--- src/rtl/mips_pkg.sv ---
// Shared MIPS32 definitions for the decode stage: datapath sizes, opcode
// constants, instruction field positions and the immediate sign-extender.
package mips_pkg;

  localparam int XLEN = 32;
  localparam int NREG = 32;
  localparam int AW   = $clog2(NREG);

  localparam logic [5:0] LW_OPC = 6'b100011;
  localparam logic [5:0] SW_OPC = 6'b101011;
  localparam logic [5:0] R_TYPE = 6'b000000;
  localparam logic [5:0] BEQ    = 6'b000100;

  localparam logic [XLEN-1:0] NOP = 32'h0000_0000;

  localparam int OPC_MSB = 31;
  localparam int OPC_LSB = 26;
  localparam int RS_MSB  = 25;
  localparam int RS_LSB  = 21;
  localparam int RT_MSB  = 20;
  localparam int RT_LSB  = 16;
  localparam int IMM_W   = 16;

  // Sign-extend the 16-bit immediate field to the datapath width.
  function automatic logic [XLEN-1:0] sign_ext(input logic [IMM_W-1:0] imm);
    return {{(XLEN-IMM_W){imm[IMM_W-1]}}, imm};
  endfunction

endpackage

--- src/rtl/idecode_if.sv ---
// Bus bundle around the decode stage.
//   IF side : IR, NPC, if_valid in; stall back to ifetch.
//   Control : flush squashes the instruction entering ID/EX.
//   WB side : wb_en, wb_addr, wb_data write port into the register bank.
//   EX side : A, B, Imm, IR_ex, NPC_ex, ex_valid (the ID/EX latch).
// slave is the decode stage, master is its environment.
interface idecode_if;
  import mips_pkg::*;

  logic [XLEN-1:0] IR;
  logic [XLEN-1:0] NPC;
  logic            if_valid;
  logic            flush;
  logic            wb_en;
  logic [AW-1:0]   wb_addr;
  logic [XLEN-1:0] wb_data;
  logic [XLEN-1:0] A;
  logic [XLEN-1:0] B;
  logic [XLEN-1:0] Imm;
  logic [XLEN-1:0] IR_ex;
  logic [XLEN-1:0] NPC_ex;
  logic            ex_valid;
  logic            stall;

  modport slave (
    input  IR, NPC, if_valid, flush, wb_en, wb_addr, wb_data,
    output A, B, Imm, IR_ex, NPC_ex, ex_valid, stall
  );

  modport master (
    output IR, NPC, if_valid, flush, wb_en, wb_addr, wb_data,
    input  A, B, Imm, IR_ex, NPC_ex, ex_valid, stall
  );
endinterface

--- src/rtl/idecode_regbank.sv ---
// 32x32 register bank: two asynchronous read ports, one synchronous write
// port. R0 reads as zero and ignores writes. A same-cycle write to a nonzero
// read address is bypassed to the read data. Async clear on rst.
//   clk, rst        : clock, async active-high reset
//   ra1/ra2, rd1/rd2: read addresses and data
//   we, wa, wd      : write enable, address, data
module idecode_regbank
  import mips_pkg::*;
(
  input  logic            clk,
  input  logic            rst,
  input  logic [AW-1:0]   ra1,
  input  logic [AW-1:0]   ra2,
  output logic [XLEN-1:0] rd1,
  output logic [XLEN-1:0] rd2,
  input  logic            we,
  input  logic [AW-1:0]   wa,
  input  logic [XLEN-1:0] wd
);

  logic [XLEN-1:0] regs_r [NREG];

  // Write port; R0 is never written so it stays at its cleared value.
  always_ff @(posedge clk or posedge rst) begin
    if (rst) begin
      for (int i = 0; i < NREG; i++) begin
        regs_r[i] <= '0;
      end
    end else if (we && (wa != 5'd0)) begin
      regs_r[wa] <= wd;
    end
  end

  // Read port 1: R0 forced to zero, else write-through bypass, else array.
  always_comb begin
    rd1 = '0;
    if (ra1 == 5'd0) begin
      rd1 = '0;
    end else if (we && (wa == ra1)) begin
      rd1 = wd;
    end else begin
      rd1 = regs_r[ra1];
    end
  end

  // Read port 2: same selection as port 1.
  always_comb begin
    rd2 = '0;
    if (ra2 == 5'd0) begin
      rd2 = '0;
    end else if (we && (wa == ra2)) begin
      rd2 = wd;
    end else begin
      rd2 = regs_r[ra2];
    end
  end

endmodule

--- src/rtl/idecode.sv ---
// MIPS32 instruction-decode stage. Reads rs/rt from the register bank,
// sign-extends the immediate and registers everything into the ID/EX latch.
// Detects load-use hazards against the load sitting in ID/EX and raises a
// combinational stall while inserting a bubble.
//   clk, rst : clock, async active-high reset
//   bus      : idecode_if.slave (IF inputs, WB write port, ID/EX outputs, stall)
module idecode
  import mips_pkg::*;
(
  input  logic      clk,
  input  logic      rst,
  idecode_if.slave  bus
);

  logic [AW-1:0]   rs_s;
  logic [AW-1:0]   rt_s;
  logic [AW-1:0]   ld_rt_s;
  logic [XLEN-1:0] rs_data_s;
  logic [XLEN-1:0] rt_data_s;
  logic            stall_s;

  logic [XLEN-1:0] a_r;
  logic [XLEN-1:0] b_r;
  logic [XLEN-1:0] imm_r;
  logic [XLEN-1:0] ir_ex_r;
  logic [XLEN-1:0] npc_ex_r;
  logic            ex_valid_r;

  assign rs_s    = bus.IR[RS_MSB:RS_LSB];
  assign rt_s    = bus.IR[RT_MSB:RT_LSB];
  assign ld_rt_s = ir_ex_r[RT_MSB:RT_LSB];

  idecode_regbank u_regbank (
    .clk (clk),
    .rst (rst),
    .ra1 (rs_s),
    .ra2 (rt_s),
    .rd1 (rs_data_s),
    .rd2 (rt_data_s),
    .we  (bus.wb_en),
    .wa  (bus.wb_addr),
    .wd  (bus.wb_data)
  );

  // Load-use hazard: rt is compared for every format, so some non-readers of
  // rt stall needlessly; that costs a cycle but never correctness.
  always_comb begin
    stall_s = 1'b0;
    if (ex_valid_r && (ir_ex_r[OPC_MSB:OPC_LSB] == LW_OPC) &&
        (ld_rt_s != 5'd0) && bus.if_valid &&
        ((ld_rt_s == rs_s) || (ld_rt_s == rt_s))) begin
      stall_s = 1'b1;
    end else begin
      stall_s = 1'b0;
    end
  end

  // ID/EX latch. A bubble only rewrites IR_ex/ex_valid; the operand fields
  // keep their old contents since EX ignores them when ex_valid is low.
  // After a stall the load has left ID/EX, so the held IR proceeds next edge.
  always_ff @(posedge clk or posedge rst) begin
    if (rst) begin
      a_r        <= '0;
      b_r        <= '0;
      imm_r      <= '0;
      ir_ex_r    <= NOP;
      npc_ex_r   <= '0;
      ex_valid_r <= 1'b0;
    end else if (bus.flush || stall_s || !bus.if_valid) begin
      ir_ex_r    <= NOP;
      ex_valid_r <= 1'b0;
    end else begin
      a_r        <= rs_data_s;
      b_r        <= rt_data_s;
      imm_r      <= sign_ext(bus.IR[IMM_W-1:0]);
      ir_ex_r    <= bus.IR;
      npc_ex_r   <= bus.NPC;
      ex_valid_r <= 1'b1;
    end
  end

  assign bus.A        = a_r;
  assign bus.B        = b_r;
  assign bus.Imm      = imm_r;
  assign bus.IR_ex    = ir_ex_r;
  assign bus.NPC_ex   = npc_ex_r;
  assign bus.ex_valid = ex_valid_r;
  assign bus.stall    = stall_s;

endmodule
--- src/flat_wrapper.sv ---
// flat-port wrapper written by rule: the top's interface ports become plain ports
module idecode_flat import mips_pkg::*;
  (clk, rst, bus_IR, bus_NPC, bus_if_valid, bus_flush, bus_wb_en, bus_wb_addr, bus_wb_data, bus_A, bus_B, bus_Imm, bus_IR_ex, bus_NPC_ex, bus_ex_valid, bus_stall);
  idecode_if bus_i ();
  input  logic clk;
  input  logic rst;
  input wire logic [$bits(bus_i.IR)-1:0] bus_IR;
  input wire logic [$bits(bus_i.NPC)-1:0] bus_NPC;
  input wire logic [$bits(bus_i.if_valid)-1:0] bus_if_valid;
  input wire logic [$bits(bus_i.flush)-1:0] bus_flush;
  input wire logic [$bits(bus_i.wb_en)-1:0] bus_wb_en;
  input wire logic [$bits(bus_i.wb_addr)-1:0] bus_wb_addr;
  input wire logic [$bits(bus_i.wb_data)-1:0] bus_wb_data;
  output wire logic [$bits(bus_i.A)-1:0] bus_A;
  output wire logic [$bits(bus_i.B)-1:0] bus_B;
  output wire logic [$bits(bus_i.Imm)-1:0] bus_Imm;
  output wire logic [$bits(bus_i.IR_ex)-1:0] bus_IR_ex;
  output wire logic [$bits(bus_i.NPC_ex)-1:0] bus_NPC_ex;
  output wire logic [$bits(bus_i.ex_valid)-1:0] bus_ex_valid;
  output wire logic [$bits(bus_i.stall)-1:0] bus_stall;
  assign bus_i.IR = bus_IR;
  assign bus_i.NPC = bus_NPC;
  assign bus_i.if_valid = bus_if_valid;
  assign bus_i.flush = bus_flush;
  assign bus_i.wb_en = bus_wb_en;
  assign bus_i.wb_addr = bus_wb_addr;
  assign bus_i.wb_data = bus_wb_data;
  assign bus_A = bus_i.A;
  assign bus_B = bus_i.B;
  assign bus_Imm = bus_i.Imm;
  assign bus_IR_ex = bus_i.IR_ex;
  assign bus_NPC_ex = bus_i.NPC_ex;
  assign bus_ex_valid = bus_i.ex_valid;
  assign bus_stall = bus_i.stall;
  idecode u_core (.clk(clk), .rst(rst), .bus(bus_i));
endmodule
--- config.mk ---
export PLATFORM = sky130hd
export DESIGN_NAME = idecode_flat
export DESIGN_NICKNAME = d
export VERILOG_FILES = /design/src/rtl/mips_pkg.sv /design/src/rtl/idecode_if.sv /design/src/rtl/idecode_regbank.sv /design/src/rtl/idecode.sv /design/src/flat_wrapper.sv
export SDC_FILE = /design/constraint.sdc
export NUM_CORES = 2
export LEC_CHECK = 0
export CAP_MARGIN = 20
export CORE_UTILIZATION = 47
export CTS_CLUSTER_DIAMETER = 30
export DETAILED_ROUTE_END_ITERATION = 8
export GPL_TIMING_DRIVEN = 0
export PLACE_DENSITY_LB_ADDON = 0.05
export SYNTH_ARGS = -nofsm -noshare
export SYNTH_HDL_FRONTEND = slang
export SYNTH_HIERARCHICAL = 1
export SYNTH_SLANG_ARGS = --single-unit
--- constraint.sdc ---
create_clock -name clk -period 33.1 [get_ports clk]
set_clock_uncertainty 0.05 [all_clocks]
set_input_delay 6.62 -clock clk [delete_from_list [all_inputs] [get_ports clk]]
set_output_delay 6.62 -clock clk [all_outputs]
set_load 0.005 [all_outputs]
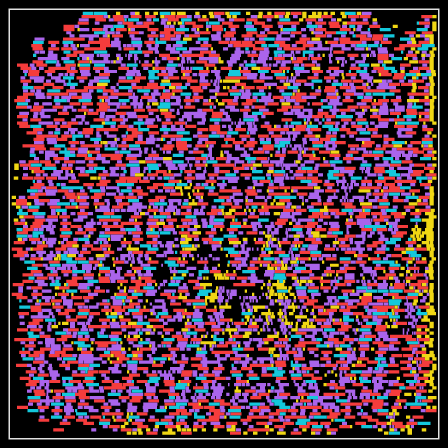
*Placed cells, one color a class*
[cyan] clock drivers and dummy loads | cells: 527 | share of their area: 14%
[red] registers | cells: 1,169 | share of their area: 39%
[purple] remaining logic cells | cells: 2,546 | share of their area: 39%
[yellow] remaining buffers and delay cells | cells: 826 | share of their area: 8.8%

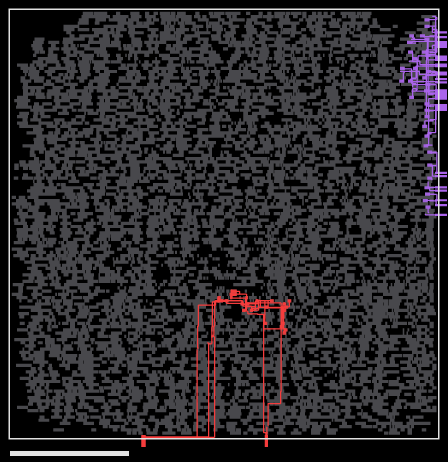
*Nets reached from selected ports*
Scale bar: 100 microns.
[purple] bus_NPC | bits: 32 | direction: input | end cells: 32 | buffers: 32 | wire: 968 microns
[red] bus_wb_addr | bits: 5 | direction: input | end cells: 27 | buffers: 5 | wire: 1,240 microns

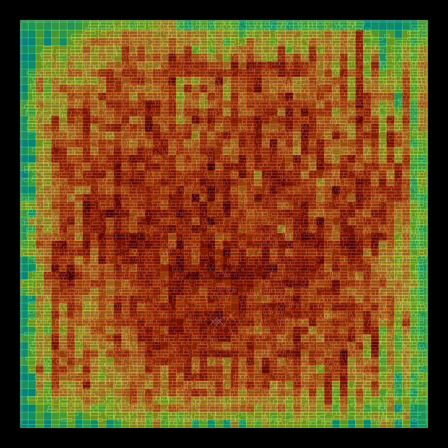
*Routing congestion*
Finished Core Util: 60.72%
Tot GR Track Use: 46.14%

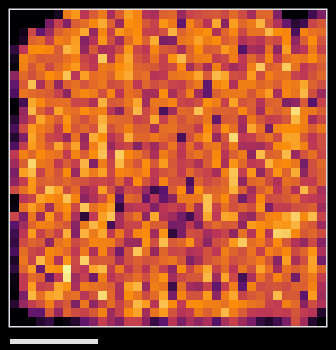
*Cell area per tile*
Scale bar: 100 microns. 36 x 36 tiles, from black (low) to pale yellow (high), 0 to 100% covered.
nearly empty tiles: 2.1%
tiles over 75% full: 15%
fullest tile: 99%
mean over tiles: 58%
FP Core Util: 47.37%
CORE AREA: 0.1275 sq mm

==> job_summary.md <==
### Metrics collected by this job

| Metric | Value |
|---|---|
| RSZ-0062 raised after global routing | `false` |
| Final slew viol count | `0` |
| R2r setup slk | `between 30,000 and 40,000 ps` |
| Sink Count | `1,169` |
| Hold Crit Depth | `1` |
| DP Worst Slack | `17,920 ps` |
| Worst setup SP type | `input port` |
| Worst VDD drop | `0.00006083 V` |
| Nets@finish | `4,952` |
| YS warnings | `6` |
| Cells after DPL | `6,198` |
| Hold EP | `u_core/u_regbank/regs_r[1002]$_DFFE_PP0P_` |
| Max Cap Viol | `0` |
| Netlist Area Pre-Place | `a little over 0.06 sq mm` |
| Pwr top | `clock` |
| Multi-input combinational area share | `37.26%` |
| Combinational power | `1.01 mW` |
| Yosys Instances | `4,179` |
| Inverters | `39` |
| Drt first pass iters | `9` |
| Failing checks | `DRC` |
| Outcome | `complete, but fails checks` |
| Share of total power in sequential cells | `32.0%` |
| Layout cells sized above 1 | `~46%` |
| Crit. End Element | `primary output` |
| Cts repair resizes | `0` |
| Synth Net Count | `4,285` |
| Share of total power in the clock network | `51.1%` |
| Area Growth Syn to Fin | `28.16%` |
| Clkbuf count | `389` |
| Async SR Flop Fraction | `100.0%` |
| Worst flop-to-flop path startpoint | `u_core/bus.IR_ex[18]$_DFF_PP0_` |
| Signal buf overhead | `8.571%` |
| Slowest stage delay, CP | `700 ps` |
| CP Launch Point | `bus_IR[23]` |
| Clock H-tree levels | `5` |
| Most used cell, CP | `clkdlybuf4s50_1` |
| Fmax | `65.57 MHz` |
| Vias in the first global route | `45,987` |
| Insertion delay to the later sink of the worst-skew pair | `910 ps` |
| Hold WC Path Type | `flop to flop` |
| #FFs+latches synth | `1,169` |
| Vias post-DR | `47,350` |
| Register share after synthesis | `48.42%` |
| Dominant flop cell | `dfrtp_1` |
| Sw Ratio | `a little over a quarter` |
| # diodes | `12` |
| Tally of unique sky130hd cells used after synthesis | `58` |
| I/O Buffers | `261` |
| Least-Margin Pin Slew | `1402 ps` |
| Simple Share, Synth | `2.374%` |
| Yosys chip area | `0.06041 sq mm` |
| Reg area | `about 0.03 sq mm` |
| Layout Cells excl Fill | `6,742` |
| Crit path DAT | `8580 ps` |
| Gate Area | `0.02885 sq mm` |
| Num CTS Buffers | `303` |
| Seq/total area | `a little under two fifths` |
| Comb pwr share | `between 15 and 20%` |
| Seq pwr | `1.91 mW` |
| # Post-CTS Setup Buffers | `0` |
| Mux cell area share | `roughly 40%` |
| CP Cell Sequence | `clkdlybuf4s50_1 -> xor2_1 -> nor3_1 -> a22oi_1 -> nor2_1 -> clkdlybuf4s50_1` |
| Final period util | `46.07%` |
| Initial antenna violation count | `16` |
| Filler cells | `10,053` |
| Die Height | `360.5 microns` |
| Critical path capture point | `bus_stall` |
| Drt initial violations | `7,310` |
| WL/cell | `around 44 microns` |
| Registers | `1,169` |
| Largest net degree at the start of global routing | `102` |
| CTS tree | `built` |
| GP Congestion | `1.059` |
| Die Wd | `360.5 microns` |
| Residual DRC | `6` |
| Chip area | `between 0.1 and 0.15 sq mm` |
| Bufs on Longest Clock Path | `4` |
| Final hold violation count | `0` |
| Final worst slack | `17,850 ps` |
| Max-area cell class | `sequential cells` |
| CTS Hold Bufs | `0` |
| Slowest CP cell | `clkdlybuf4s50_1` |
| Reg clk slew, reported paths | `40 ps` |
| Fin crit period | `15,250 ps` |
| Yosys aoi share | `5.109%` |
| Crit path kind | `input port to primary output` |
| Tap cells | `1,662` |
| Slew headroom | `6.512%` |
| Routed WL | `299,500 microns` |
## cell usage after synthesis, drive strengths merged, types with 12 or more instances
cell / n / area, sq um
mux2: 1117 / 12620
nand2: 103 / 386.6
inv: 39 / 146.4
dfrtp: 1169 / 29250
clkbuf: 218 / 818.3
nor2: 98 / 367.9
nand3: 32 / 160.2
a211oi: 18 / 135.1
a221o: 27 / 270.3
mux2i: 236 / 2362
o211ai: 20 / 150.1
a21oi: 66 / 330.3
a22oi: 179 / 1344
o21ai: 13 / 72.57
nand4: 12 / 75.07
buf: 246 / 1376
a221oi: 14 / 122.6
mux4: 406 / 9144
o22ai: 28 / 175.2
## cell usage in the layout, fill, tap and decap left out, drive strengths merged, types with 69 or more instances in the layout
master         instances
mux4                 406
nor2                  98
clkinv                69
clkbuf               607
nand2                103
buf                  347
a22oi                179
dfrtp               1169
mux2                1117
clkdlybuf4s50        261
mux2i                236
## worst max-delay path: cells and delay by family
kind	cells	cell delay, ps
simple gates	2	330
xor+xnor	1	270
compound gates	1	150
buf+inv	2	1200
## layer usage
layer	GRT usage [%]	part of all wire, %
met3	22.19	14
met1	56.75	36
met2	62.34	41
met4	33.99	8.6
met5	2.442	0.18
## metrics by stage
step / total power, mW / hold WS [ps] / instance area [sq um]
after floorplan: 2.472 / 391.3 / 60420
after global placement: 2.845 / 403.4 / 65110
after detailed placement: 2.882 / 414.2 / 66910
after CTS: 5.925 / 426.5 / 77330
after global routing: 6.110 / 446.9 / 77400
final: 5.961 / 426.9 / 77420
## state kept, by name, summed over array words and instances, names as in the netlist
register	count
u_core/u_regbank/regs_r	1024
u_core/bus.A	32
u_core/bus.B	32
u_core/bus.IR_ex	32
u_core/bus.NPC_ex	32
u_core/bus.Imm	16
u_core/bus.ex_valid	1
No activity file was given, so power comes from the tool's default toggle rates.
